`src/rtl/channel_to_row_window.sv`:
```
// Channel -> pixel-row window lookup for the scope display.
// This is the inverse of the row->channel mapping. Enabled channels are stacked
// top to bottom in ascending physical order, and each one gets
// (VGA_VER_RES-OFFSET)/count rows. The block is multi-cycle: one LATCH cycle,
// a serial restoring divide, then a shift-add multiply. Latency is always
// 1+ROW_W+CHAN_W cycles, whatever the data.
module channel_to_row_window #(
  parameter int MAX_CHAN_COUNT = 10,
  parameter int OFFSET         = 0,
  parameter int VGA_VER_RES    = 480,
  localparam int ROW_W         = $clog2(VGA_VER_RES),
  localparam int CHAN_W        = $clog2(MAX_CHAN_COUNT)
) (
  input  logic                      clk,
  input  logic                      reset_n,
  input  logic [MAX_CHAN_COUNT-1:0] channel_enable,
  input  logic                      req_valid,
  input  logic [CHAN_W-1:0]         req_channel,
  output logic                      req_ready,
  output logic                      resp_valid,
  input  logic                      resp_ready,
  output logic                      resp_hit,
  output logic [CHAN_W-1:0]         resp_rank,
  output logic [ROW_W-1:0]          resp_height,
  output logic [ROW_W-1:0]          resp_top,
  output logic [ROW_W-1:0]          resp_bottom
);

  localparam int CNT_W  = $clog2(MAX_CHAN_COUNT + 1);
  localparam int STEP_W = $clog2(ROW_W + 1);
  localparam logic [ROW_W-1:0] SPAN = ROW_W'(VGA_VER_RES - OFFSET);
  localparam logic [ROW_W-1:0] OFFS = ROW_W'(OFFSET);

  localparam logic [2:0] S_IDLE  = 3'd0;
  localparam logic [2:0] S_LATCH = 3'd1;
  localparam logic [2:0] S_DIV   = 3'd2;
  localparam logic [2:0] S_MUL   = 3'd3;
  localparam logic [2:0] S_DONE  = 3'd4;

  logic [2:0]                state_q, state_d;
  logic [CHAN_W-1:0]         chan_q, chan_d;
  logic [MAX_CHAN_COUNT-1:0] en_q, en_d;
  logic [CNT_W-1:0]          count_q, count_d;
  logic [CHAN_W-1:0]         rank_q, rank_d;
  logic                      hit_q, hit_d;
  logic [STEP_W-1:0]         step_q, step_d;
  logic [CNT_W-1:0]          rem_q, rem_d;
  // Shift register: it holds the dividend at first, and the quotient bits
  // shift in from the right.
  logic [ROW_W-1:0]          dq_q, dq_d;
  logic [ROW_W-1:0]          height_q, height_d;
  logic [ROW_W-1:0]          mcand_q, mcand_d;
  logic [CHAN_W-1:0]         mplier_q, mplier_d;
  logic [ROW_W-1:0]          prod_q, prod_d;
  logic                      rhit_q, rhit_d;
  logic [CHAN_W-1:0]         rrank_q, rrank_d;
  logic [ROW_W-1:0]          rheight_q, rheight_d;
  logic [ROW_W-1:0]          rtop_q, rtop_d;
  logic [ROW_W-1:0]          rbot_q, rbot_d;

  logic [CNT_W-1:0]          pop_all, pop_below;
  logic                      hit_c;
  logic [CNT_W:0]            rem_shift;
  logic                      qbit;
  logic [ROW_W-1:0]          prod_nx;

  // Population counts and the hit test, computed from the latched request.
  always_comb begin
    pop_all   = '0;
    pop_below = '0;
    hit_c     = 1'b0;
    for (int i = 0; i < MAX_CHAN_COUNT; i++) begin
      pop_all = pop_all + CNT_W'(en_q[i]);
      if (i < int'(chan_q)) pop_below = pop_below + CNT_W'(en_q[i]);
      if (i == int'(chan_q)) hit_c = en_q[i];
    end
  end

  // Next-state logic for the FSM and the serial divide/multiply datapath.
  always_comb begin
    state_d   = state_q;
    chan_d    = chan_q;
    en_d      = en_q;
    count_d   = count_q;
    rank_d    = rank_q;
    hit_d     = hit_q;
    step_d    = step_q;
    rem_d     = rem_q;
    dq_d      = dq_q;
    height_d  = height_q;
    mcand_d   = mcand_q;
    mplier_d  = mplier_q;
    prod_d    = prod_q;
    rhit_d    = rhit_q;
    rrank_d   = rrank_q;
    rheight_d = rheight_q;
    rtop_d    = rtop_q;
    rbot_d    = rbot_q;
    rem_shift = {rem_q, dq_q[ROW_W-1]};
    qbit      = 1'b0;
    prod_nx   = mplier_q[0] ? (prod_q + mcand_q) : prod_q;
    case (state_q)
      S_IDLE: begin
        if (req_valid) begin
          chan_d  = req_channel;
          en_d    = channel_enable;
          state_d = S_LATCH;
        end
      end
      S_LATCH: begin
        count_d = pop_all;
        rank_d  = CHAN_W'(pop_below);
        hit_d   = hit_c;
        rem_d   = '0;
        dq_d    = SPAN;
        step_d  = '0;
        state_d = S_DIV;
      end
      S_DIV: begin
        if (rem_shift >= {1'b0, count_q}) begin
          qbit  = 1'b1;
          rem_d = CNT_W'(rem_shift - {1'b0, count_q});
        end else begin
          rem_d = CNT_W'(rem_shift);
        end
        dq_d   = {dq_q[ROW_W-2:0], qbit};
        step_d = step_q + STEP_W'(1);
        if (step_q == STEP_W'(ROW_W - 1)) begin
          // An empty channel set would divide by zero, so force the height to 0.
          height_d = (count_q == '0) ? '0 : dq_d;
          mcand_d  = (count_q == '0) ? '0 : dq_d;
          mplier_d = rank_q;
          prod_d   = '0;
          step_d   = '0;
          state_d  = S_MUL;
        end
      end
      S_MUL: begin
        // rank*height never exceeds SPAN, so the truncated shift is safe.
        prod_d   = prod_nx;
        mcand_d  = mcand_q << 1;
        mplier_d = mplier_q >> 1;
        step_d   = step_q + STEP_W'(1);
        if (step_q == STEP_W'(CHAN_W - 1)) begin
          rhit_d = hit_q;
          if (hit_q) begin
            rrank_d   = rank_q;
            rheight_d = height_q;
            rtop_d    = OFFS + prod_nx;
            rbot_d    = OFFS + prod_nx + height_q - ROW_W'(1);
          end else begin
            rrank_d   = '0;
            rheight_d = '0;
            rtop_d    = '0;
            rbot_d    = '0;
          end
          state_d = S_DONE;
        end
      end
      S_DONE: begin
        if (resp_ready) state_d = S_IDLE;
      end
      default: state_d = S_IDLE;
    endcase
  end

  // State registers. Reset aborts any request that is in flight.
  always_ff @(posedge clk or negedge reset_n) begin
    if (!reset_n) begin
      state_q   <= S_IDLE;
      chan_q    <= '0;
      en_q      <= '0;
      count_q   <= '0;
      rank_q    <= '0;
      hit_q     <= 1'b0;
      step_q    <= '0;
      rem_q     <= '0;
      dq_q      <= '0;
      height_q  <= '0;
      mcand_q   <= '0;
      mplier_q  <= '0;
      prod_q    <= '0;
      rhit_q    <= 1'b0;
      rrank_q   <= '0;
      rheight_q <= '0;
      rtop_q    <= '0;
      rbot_q    <= '0;
    end else begin
      state_q   <= state_d;
      chan_q    <= chan_d;
      en_q      <= en_d;
      count_q   <= count_d;
      rank_q    <= rank_d;
      hit_q     <= hit_d;
      step_q    <= step_d;
      rem_q     <= rem_d;
      dq_q      <= dq_d;
      height_q  <= height_d;
      mcand_q   <= mcand_d;
      mplier_q  <= mplier_d;
      prod_q    <= prod_d;
      rhit_q    <= rhit_d;
      rrank_q   <= rrank_d;
      rheight_q <= rheight_d;
      rtop_q    <= rtop_d;
      rbot_q    <= rbot_d;
    end
  end

  assign req_ready   = (state_q == S_IDLE);
  assign resp_valid  = (state_q == S_DONE);
  assign resp_hit    = rhit_q;
  assign resp_rank   = rrank_q;
  assign resp_height = rheight_q;
  assign resp_top    = rtop_q;
  assign resp_bottom = rbot_q;

endmodule

```
`config.mk`:
```
export PLATFORM = sky130hd
export DESIGN_NAME = channel_to_row_window
export DESIGN_NICKNAME = d
export VERILOG_FILES = /design/src/rtl/channel_to_row_window.sv
export SDC_FILE = /design/constraint.sdc
export NUM_CORES = 1
export LEC_CHECK = 0
export ABC_AREA = 1
export CAP_MARGIN = 20
export CORE_MARGIN = 3
export CORE_UTILIZATION = 40
export CTS_CLUSTER_SIZE = 40
export DETAILED_ROUTE_END_ITERATION = 8
export PLACE_DENSITY = 0.62
export SLEW_MARGIN = 30
export SYNTH_ARGS = -nofsm -noshare
export SYNTH_HDL_FRONTEND = slang
export SYNTH_SLANG_ARGS = --single-unit
```
`constraint.sdc`:
```
create_clock -name clk -period 12.1 [get_ports clk]
set_input_delay 2.42 -clock clk [delete_from_list [all_inputs] [get_ports clk]]
set_output_delay 2.42 -clock clk [all_outputs]
set_load 0.02 [all_outputs]
```
Run 1, power grid:
Drawn at 4 px/um. Pins as bars on the die edge. Tap cells in grey.
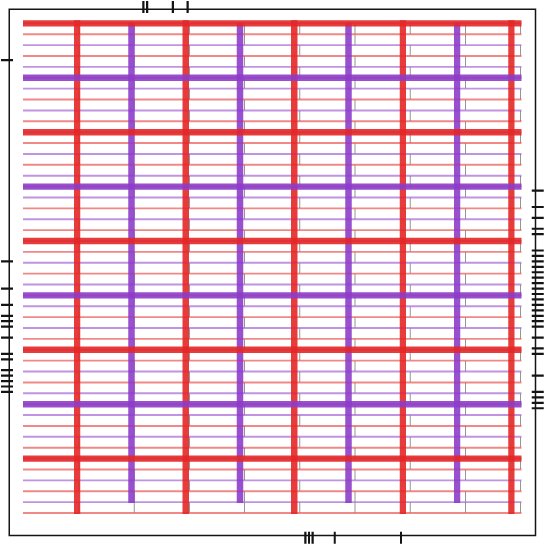
VDD -> purple
VSS -> red
met5 straps = 9
met4 straps = 9
signal pins = 52

Run 1, cells coloured by class:
Drawn at 4 px/um. Fill, decap, tap and diode cells in grey.
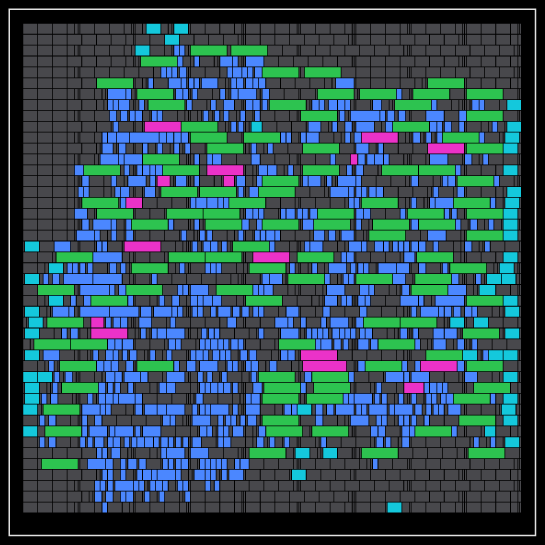
clock drivers and dummy loads -> magenta  # cells 16, share of their area 4.4%
other buffers and delay cells -> cyan  # cells 53, share of their area 7.5%
flops -> green  # cells 106, share of their area 38%
combinational and other logic -> blue  # cells 652, share of their area 50%
# rows: 45
Core Util, Final: 47.77%

Run 1, clock wires, drivers and flops:
Drawn at 3 px/um.
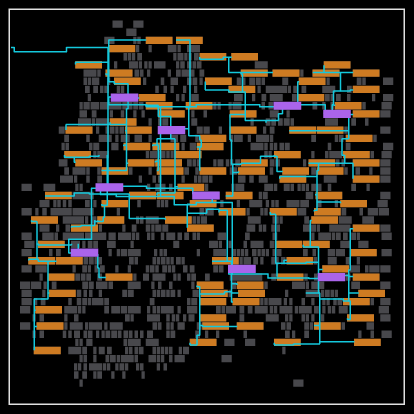
clock wires -> cyan  # length 1390 um
flip-flops -> orange  # count 106
clock drivers -> purple  # count 9
routed clock nets = 10
Worst Skew: 0.009706 ns

Run 1, wiring by layer:
Drawn at 4 px/um.
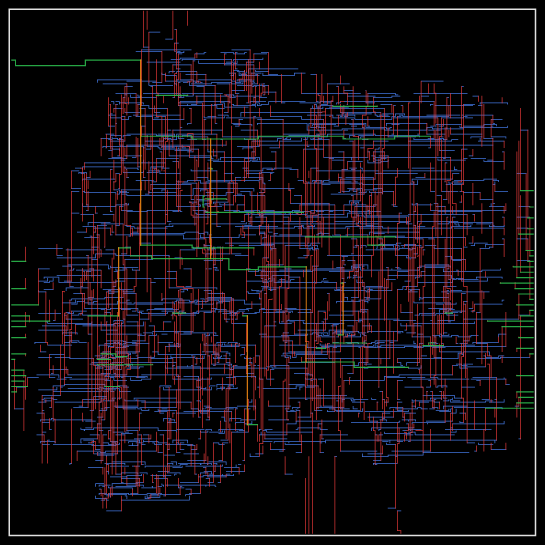
metal 1 -> blue  # wire length 6510 um
metal 2 -> red  # wire length 6610 um
metal 3 -> green  # wire length 518 um
metal 4 -> orange  # wire length 157 um

==> flow_metrics.py, run 1 <==
# Flow results
metrics = {
    "synth": {
        "yosysTopAreaCellShare_pct": 42.32,
        "yosysMostFrequentCell": "nand2_1",
        "synth_cell_type_count": 41,
        "yosys_most_used_dff": "dfrtp_1",
        "edf_count": 0,
        "synth_warnings": 0,
        "ys_ff": 106,
        "yosys-stat-area_um2": 6269,
    },
    "cells_and_area": {
        "instances_no_fill": 1038,
        "drive_gt1_share_pct": 5.683,
        "fin_nets": 897,
        "syn2layout_area_growth_pct": 16.27,
        "logic_area_um2": 3024,
        "fillers": 1485,
    },
    "placement": {
        "place.detailed.hpwl_um": 10310,
        "place_congestion": 0.8206,
    },
    "final_timing": {
        "fin_ws_ns": 5.949,
        "slew_viol_final": 0,
        "fmax_ghz": 0.1626,
    },
    "global_routing": {
        "grt_pass1_vias": 4851,
        "busiest_layer": "met2",
        "track_usage_pct": 16.32,
        "grt_use_met1_pct": 21.33,
        "grt_overflow": 0,
        "grt_max_degree": 77,
    },
    "detailed_routing": {
        "routed_wl_um": 13800,
        "wl_met1_um": 6508,
        "dr.first_iter.drc_count": 206,
        "wl_per_cell_um": 13.29,
        "dr.max_layer_used": "met4",
    },
    "worst_setup_path": {
        "required_ns": 12.31,
        "critPathCaptureType": "flip-flop",
        "path_class": "flip-flop to flip-flop",
        "path_buffers": 4,
    },
    "clocking": {
        "cts_hold_buf": 0,
        "root_buffer": "clkbuf_16",
        "clock_sinks": 106,
        "insertion_delay_ns": 0.36,
    },
    "run_status": {
        "status": "completed",
    },
}
run 1: state kept, by name, indices dropped and copies added (netlist names):
register,count
mcand_q,9
prod_q,9
count_q,4
chan_q,4
mplier_q,4
en_q,10
dq_q,9
resp_bottom,9
hit_q,1
rem_q,4
resp_hit,1
resp_rank,4
height_q,9
resp_height,9
rank_q,4
step_q,4
resp_top,9
state_q,3
run 1: cell type report:
class	instances	share of cell area [%]
Multi-Input combinational cell	516	41.49
Sequential cell	106	36.39
Timing Repair Buffer	53	7.227
Inverter	136	7.004
Tap cell	211	3.622
Clock buffer	10	3.279
Clock inverter	6	0.9785
run 1: kinds of logic (layout without fill, tap and decap cells):
logic type / after synthesis / after routing
XOR/XNOR: 10 / 10
multiplexers: 3 / 3
AND/OR/NAND/NOR: 301 / 301
buffers and inverters: 153 / 205
AND-OR/OR-AND: 145 / 145
flip-flops: 106 / 106
adder cells (fa/ha/maj): 57 / 57
run 1: placed cells by master (no fill, tap or decap), types with 8 or more instances in the layout:
cell / instances
a21oi_1: 33
clkbuf_16: 9
clkdlybuf4s50_1: 50
dfrtp_1: 106
fa_1: 9
ha_1: 48
inv_1: 130
nand2_1: 162
nand3_1: 43
nor2_1: 61
o21ai_0: 67
o221ai_1: 8
o22ai_1: 13
run 1: worst paths after layout:
| kind | startpoint | end | slack, ns | depth (start not counted) |
|---|---|---|---|---|
| worst max register to register | chan_q[2] | rank_q[1] | 5.95 | 33 |
| worst min register to register | resp_hit | resp_hit | 0.47 | 2 |
| worst max-delay path | chan_q[2] | rank_q[1] | 5.95 | 33 |
| worst min-delay path | resp_hit | resp_hit | 0.47 | 2 |
| min in group asynchronous | reset_n | resp_hit | 1.98 | 1 |
| max in group asynchronous | reset_n | state_q[1] | 9.09 | 2 |
Run 1, routing congestion:
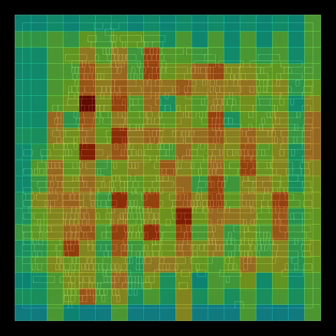

==> run 2, diff against run 1 <==
--- a/config.mk
+++ b/config.mk
@@ -11,7 +11,7 @@
 export CORE_UTILIZATION = 40
 export CTS_CLUSTER_SIZE = 40
 export DETAILED_ROUTE_END_ITERATION = 8
-export PLACE_DENSITY = 0.62
+export PLACE_DENSITY = 0.64
 export SLEW_MARGIN = 30
 export SYNTH_ARGS = -nofsm -noshare
 export SYNTH_HDL_FRONTEND = slang
==> constraint.sdc (replaced) <==
create_clock -name clk -period 5.2 [get_ports clk]
set_input_delay 1.04 -clock clk [delete_from_list [all_inputs] [get_ports clk]]
set_output_delay 1.04 -clock clk [all_outputs]
set_load 0.02 [all_outputs]
Run 2, routing congestion:
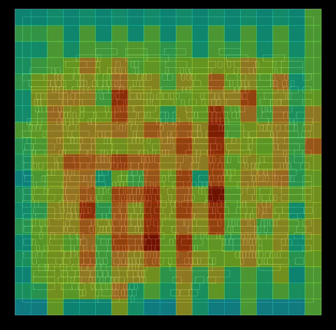
met2 Resource Use GR: 29.55%
met1 Usage GRT: 21.25%
Core Util, Final: 51.10%
Routed wire per std cell: 13.19 um

==> flow_metrics.py, run 2 <==
# Flow results
metrics = {
    "run_status": {
        "status": "completed",
    },
    "final_timing": {
        "fmax_ghz": 0.1944,
        "fin_ws_ns": 0.05681,
        "slew_viol_final": 0,
    },
    "worst_setup_path": {
        "reg2reg_slack_ns": 0.06,
        "cp.depth": 34,
        "required_ns": 5.41,
        "ff2ff_path_depth": 34,
        "critPathCaptureType": "flip-flop",
        "rr_endpoint": "rank_q[2]",
        "crit_end": "rank_q[2]",
        "r2r_start": "chan_q[2]",
    },
    "cells_and_area": {
        "final_cell_mix": "nand2_1 (145), inv_1 (126), dfrtp_1 (105)",
        "drive_gt1_share_pct": 14.70,
        "syn2layout_area_growth_pct": 24.39,
        "largest_reg_flops": 10,
    },
    "synth": {
        "synth_warnings": 0,
        "edf_count": 0,
        "yosysMostFrequentCell": "nand2_1",
        "yosysTopAreaCellShare_pct": 42.32,
        "yosys_most_used_dff": "dfrtp_1",
        "ys_ff": 106,
        "synth_cell_type_count": 41,
    },
    "clocking": {
        "insertion_delay_ns": 0.36,
        "cts_hold_buf": 0,
        "clock_sinks": 106,
    },
    "worst_hold_path": {
        "min_to": "resp_hit",
        "hold_depth": 2,
    },
    "global_routing": {
        "track_usage_pct": 16.91,
        "grt_overflow": 0,
        "grt_max_degree": 74,
    },
    "die": {
        "std_cell_rows": 45,
    },
    "placement": {
        "place.detailed.hpwl_um": 10420,
        "place_congestion": 0.7906,
    },
    "detailed_routing": {
        "routed_wl_um": 14270,
        "dr.first_iter.drc_count": 267,
    },
}
==> run 2: cell counts after synthesis <==
No cell type changed its count.
==> run 2: what timing repair did <==
item / CTS / global route
gates cloned: 0 / 0
setup endpoints to repair: 4 / 4
gates resized: 8 / 24
setup buffers: 22 / 2
pin swaps: 17 / 5
==> run 2: worst register-to-register path, delay by kind of cell (launching register included) <==
family,cells,cell delay [ns]
AOI/OAI and AO/OA,4,0.44
adders and majority gates,10,2.21
buffers and inverters,4,0.16
DFF,1,0.42
and+or+nand+nor,16,1.75
==> run 2: cells by family after synthesis <==
group / after synthesis / share of synthesized area, %
AOI/OAI and AO/OA: 145 / 13.27
muxes: 3 / 0.5389
DFF: 106 / 42.32
buffers and inverters: 153 / 9.441
xor gates and xnor gates: 10 / 1.397
and+or+nand+nor: 301 / 20.58
adders and majority gates: 57 / 12.46
==> run 2: through the flow <==
step                      cells  utilization [%]  instance area, um2
after floorplan             775                -                6344
after global placement     1042            47.18                7199
after detailed placement   1042            47.18                7199
after CTS                  1080            50.39                7689
after global routing       1082            51.10                7797
final                      1082            51.10                7797
==> run 2: area by class of cell <==
| type | count | area [um2] |
|---|---|---|
| clock buffers | 9 | 225.2 |
| clock inverters | 7 | 66.31 |
| fillers | 1459 | 7461 |
| inverters | 136 | 510.5 |
| multi-input cells | 516 | 3209 |
| flip-flops and latches | 106 | 2654 |
| well taps | 211 | 264.0 |
| repair buffers | 97 | 868.3 |
==> run 2: metal layers <==
layer | vias up | part of all wire (%) | routed length, um | GRT usage (%)
li1 | 2695 | - | - | -
met1 | 2389 | 47 | 6679 | 21.25
met2 | 83 | 48 | 6874 | 29.55
met3 | 17 | 3.4 | 488 | 3.407
met4 | 0 | 1.6 | 231 | 4.959
met5 | - | 0 | 0 | 0
